## src/rtl/alu_seq_pkg.sv

```systemverilog
// Shared codes, state encoding and command classification for alu_sequencer.
package alu_seq_pkg;

   localparam logic [3:0] ALU_NOP = 4'b0000;
   localparam logic [3:0] ALU_AND = 4'b0001;
   localparam logic [3:0] ALU_ADD = 4'b0010;
   localparam logic [3:0] ALU_LDA = 4'b0011;
   localparam logic [3:0] ALU_CMA = 4'b1001;
   localparam logic [3:0] ALU_CME = 4'b1010;
   localparam logic [3:0] ALU_CIR = 4'b1011;
   localparam logic [3:0] ALU_CIL = 4'b1100;
   localparam logic [3:0] ALU_INP = 4'b1101;

   localparam logic [1:0] ST_IDLE     = 2'd0;
   localparam logic [1:0] ST_MEM_RD   = 2'd1;
   localparam logic [1:0] ST_INP_WAIT = 2'd2;
   localparam logic [1:0] ST_EXEC     = 2'd3;

   function automatic logic is_mem_op(input logic [3:0] code);
      return (code == ALU_AND) || (code == ALU_ADD) || (code == ALU_LDA);
   endfunction

   function automatic logic is_legal(input logic [3:0] code);
      case (code)
         ALU_AND, ALU_ADD, ALU_LDA, ALU_CMA, ALU_CME,
         ALU_CIR, ALU_CIL, ALU_INP: return 1'b1;
         default:                   return 1'b0;
      endcase
   endfunction

endpackage

```

## src/rtl/alu_sequencer.sv

```systemverilog
// Multi-cycle controller sequencing alu_unit for one accumulator instruction at a time.
// Optional memory-read watchdog enabled by defining ALU_SEQ_TIMEOUT_EN.
module alu_sequencer
   import alu_seq_pkg::*;
#(
   parameter int TIMEOUT_CYCLES = 16,
   parameter int TMO_W          = 5
) (
   input  logic       clk,
   input  logic       reset,
   input  logic       cmd_valid,
   output logic       cmd_ready,
   input  logic [3:0] cmd_code,
   output logic       dr_rd_req,
   input  logic       dr_rd_ack,
   input  logic       inp_flag,
   output logic       inp_flag_clr,
   output logic [3:0] alu_code,
   input  logic       alu_ff_en,
   output logic       ac_ld,
   output logic       e_ld,
   output logic       done,
   output logic       illegal,
   output logic       timeout
);

   if ((TMO_W < 1) || ((2 ** TMO_W) <= TIMEOUT_CYCLES)) begin : g_tmo_w_check
      $error("TMO_W too narrow for TIMEOUT_CYCLES");
   end

   logic [1:0] state;
   logic [1:0] state_nxt;
   logic [3:0] code;
   logic       illegal_q;
   logic       accept;
   logic       exec;
   logic       expire;

   assign accept = cmd_valid && (state == ST_IDLE);
   assign exec   = (state == ST_EXEC);

`ifdef ALU_SEQ_TIMEOUT_EN
   logic [TMO_W-1:0] tmo_cnt;

   // Counter idles at zero outside MEM_RD, so every read starts a fresh count.
   always_ff @(posedge clk) begin
      if (reset || (state != ST_MEM_RD)) begin
         tmo_cnt <= '0;
      end else if (!dr_rd_ack) begin
         tmo_cnt <= tmo_cnt + TMO_W'(1);
      end
   end

   assign expire  = (state == ST_MEM_RD) && !dr_rd_ack
                    && (tmo_cnt == TMO_W'(TIMEOUT_CYCLES - 1));
   assign timeout = expire;
`else
   assign expire  = 1'b0;
   assign timeout = 1'b0;
`endif

   always_comb begin
      state_nxt = state;
      case (state)
         ST_IDLE: begin
            if (accept) begin
               if (is_mem_op(cmd_code))      state_nxt = ST_MEM_RD;
               else if (cmd_code == ALU_INP) state_nxt = ST_INP_WAIT;
               else if (is_legal(cmd_code))  state_nxt = ST_EXEC;
            end
         end
         // An ack arriving in the expiry cycle takes priority over the watchdog.
         ST_MEM_RD: begin
            if (dr_rd_ack)   state_nxt = ST_EXEC;
            else if (expire) state_nxt = ST_IDLE;
         end
         ST_INP_WAIT: begin
            if (inp_flag) state_nxt = ST_EXEC;
         end
         ST_EXEC:  state_nxt = ST_IDLE;
         default:  state_nxt = ST_IDLE;
      endcase
   end

   always_ff @(posedge clk) begin
      if (reset) begin
         state     <= ST_IDLE;
         illegal_q <= 1'b0;
      end else begin
         state     <= state_nxt;
         illegal_q <= accept && !is_legal(cmd_code);
      end
   end

   always_ff @(posedge clk) begin
      if (accept) code <= cmd_code;
   end

   assign cmd_ready    = (state == ST_IDLE);
   assign dr_rd_req    = (state == ST_MEM_RD);
   assign alu_code     = exec ? code : ALU_NOP;
   assign ac_ld        = exec && (code != ALU_CME);
   assign e_ld         = exec && alu_ff_en;
   assign done         = exec;
   assign inp_flag_clr = exec && (code == ALU_INP);
   assign illegal      = illegal_q;

endmodule
```

## config.mk

```make
export PLATFORM = sky130hd
export DESIGN_NAME = alu_sequencer
export DESIGN_NICKNAME = d
export VERILOG_FILES = /design/src/rtl/alu_seq_pkg.sv /design/src/rtl/alu_sequencer.sv
export SDC_FILE = /design/constraint.sdc
export NUM_CORES = 1
export LEC_CHECK = 0
export CORE_AREA = 2 2 39 41
export CTS_CLUSTER_SIZE = 24
export DETAILED_ROUTE_END_ITERATION = 6
export DIE_AREA = 0 0 41 43
export PLACE_DENSITY_LB_ADDON = 0.12
export SLEW_MARGIN = 20
export SYNTH_ARGS = -nofsm -noshare
export SYNTH_HDL_FRONTEND = slang
export SYNTH_SLANG_ARGS = --single-unit
```

## constraint.sdc

```tcl
create_clock -name clk -period 1.9 [get_ports clk]
set_clock_uncertainty 0.05 [all_clocks]
set_input_delay 0.285 -clock clk [delete_from_list [all_inputs] [get_ports clk]]
set_output_delay 0.285 -clock clk [all_outputs]
set_load 0.005 [all_outputs]
```

==> out/results.ini <==
[final_layout]
seq_cell_count = 7
clock_cell_area_share = 0.0354
area_growth_pct = 63.4
largest_class = combinational gates
num-nets-final = 89
num-clock-buffers = 4
most-common-layout-cells = clkdlybuf4s50_1 (17), and2_1 (6), inv_1 (5), buf_4 (5), edfxtp_1 (4)

[hold_path]
min_path_cells = 1
worstHoldStart = cmd_code[3]

[drt]
drc = 0
routed_wl_um = 861
vias_per_cell = 4.44
dr_wl_met3_um = 64

[sta]
clock.fmax_ghz = 0.553
fin_crit_sh = 0.952
fin_tns_setup_ns = 0
setup_viol = 0

[floorplan]
die_x_um = 41
rows = 14
chipArea_um2 = 1760

[critical_path]
cp.buffers_inverters = 3
reg2reg_to = state[1]$_SDFFE_PP0P_
r2r_setup_slack_ns = 0.27
cp.depth = 4
slowest_stage = clkdlybuf4s50_1
cpLargestDelayFamily = buffers and inverters

[clock_network]
htree_levels = 1
cts-root-buf = clkbuf_4
cts.sinks = 7

[yosys]
topCellsByArea = edfxtp_1 (26%), ha_1 (14%), dfxtp_1 (13%), and2_1 (8.3%), inv_1 (5.0%)
yosysSeqAreaShare = 0.397
async_reset_ff_frac = 0
yosys-stat-area_um2 = 454
synth_cells = 45
ys_sh_adder = 0.138

[outcome]
status = completed

[flow_run]
warnings = 30
maxCapViolCount = 0

[grt]
grt_max_degree = 7

[pwr]
p_comb_uw = 332

Fig. 1: I/O nets highlighted
The bar under the picture is 10 um long.
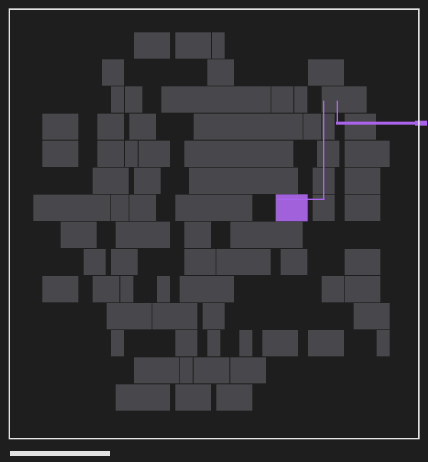
- purple: ac_ld (bits 1; direction output; edge right; end cells 1; wire 24.4 um)

Fig. 2: the metal 1 layer
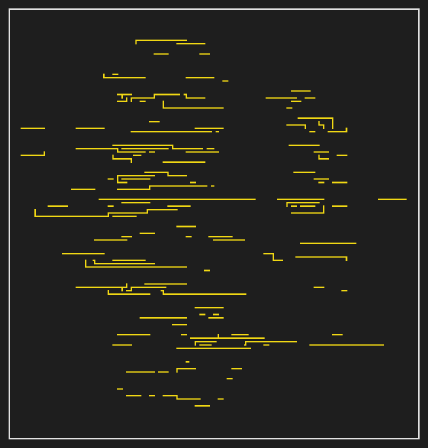
- longest straight run: 15.6 um
- main direction: horizontal
- share of all routed wire: 41%
- wire length on this layer: 350 um
- nets with wire on the layer: 71

Fig. 3: congestion heat map
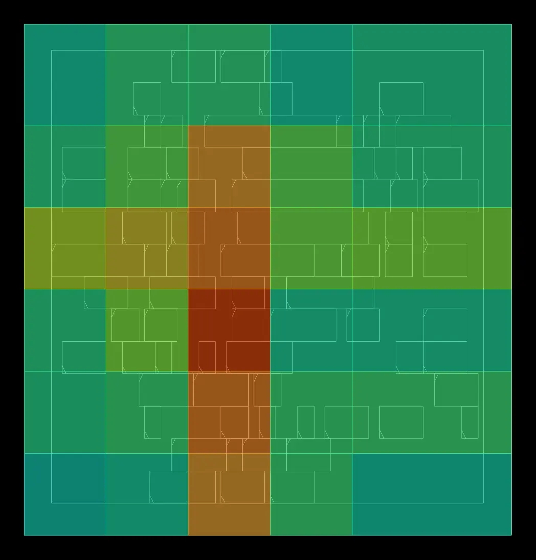
Util after Layout: 0.536
met3 global-route usage: 0.0314
Total GRT Usage: 0.121
met2 Usage GRT: 0.197
met1 usage: 0.127

Fig. 4: sequential cells colored by netlist name
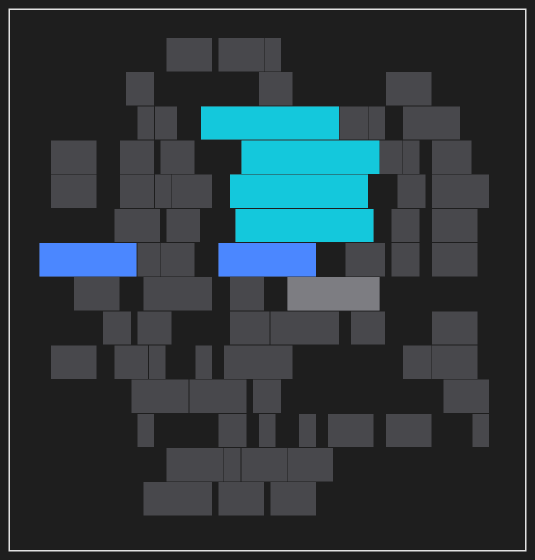
- blue: state (sequential cells 2)
- cyan: code (sequential cells 4)

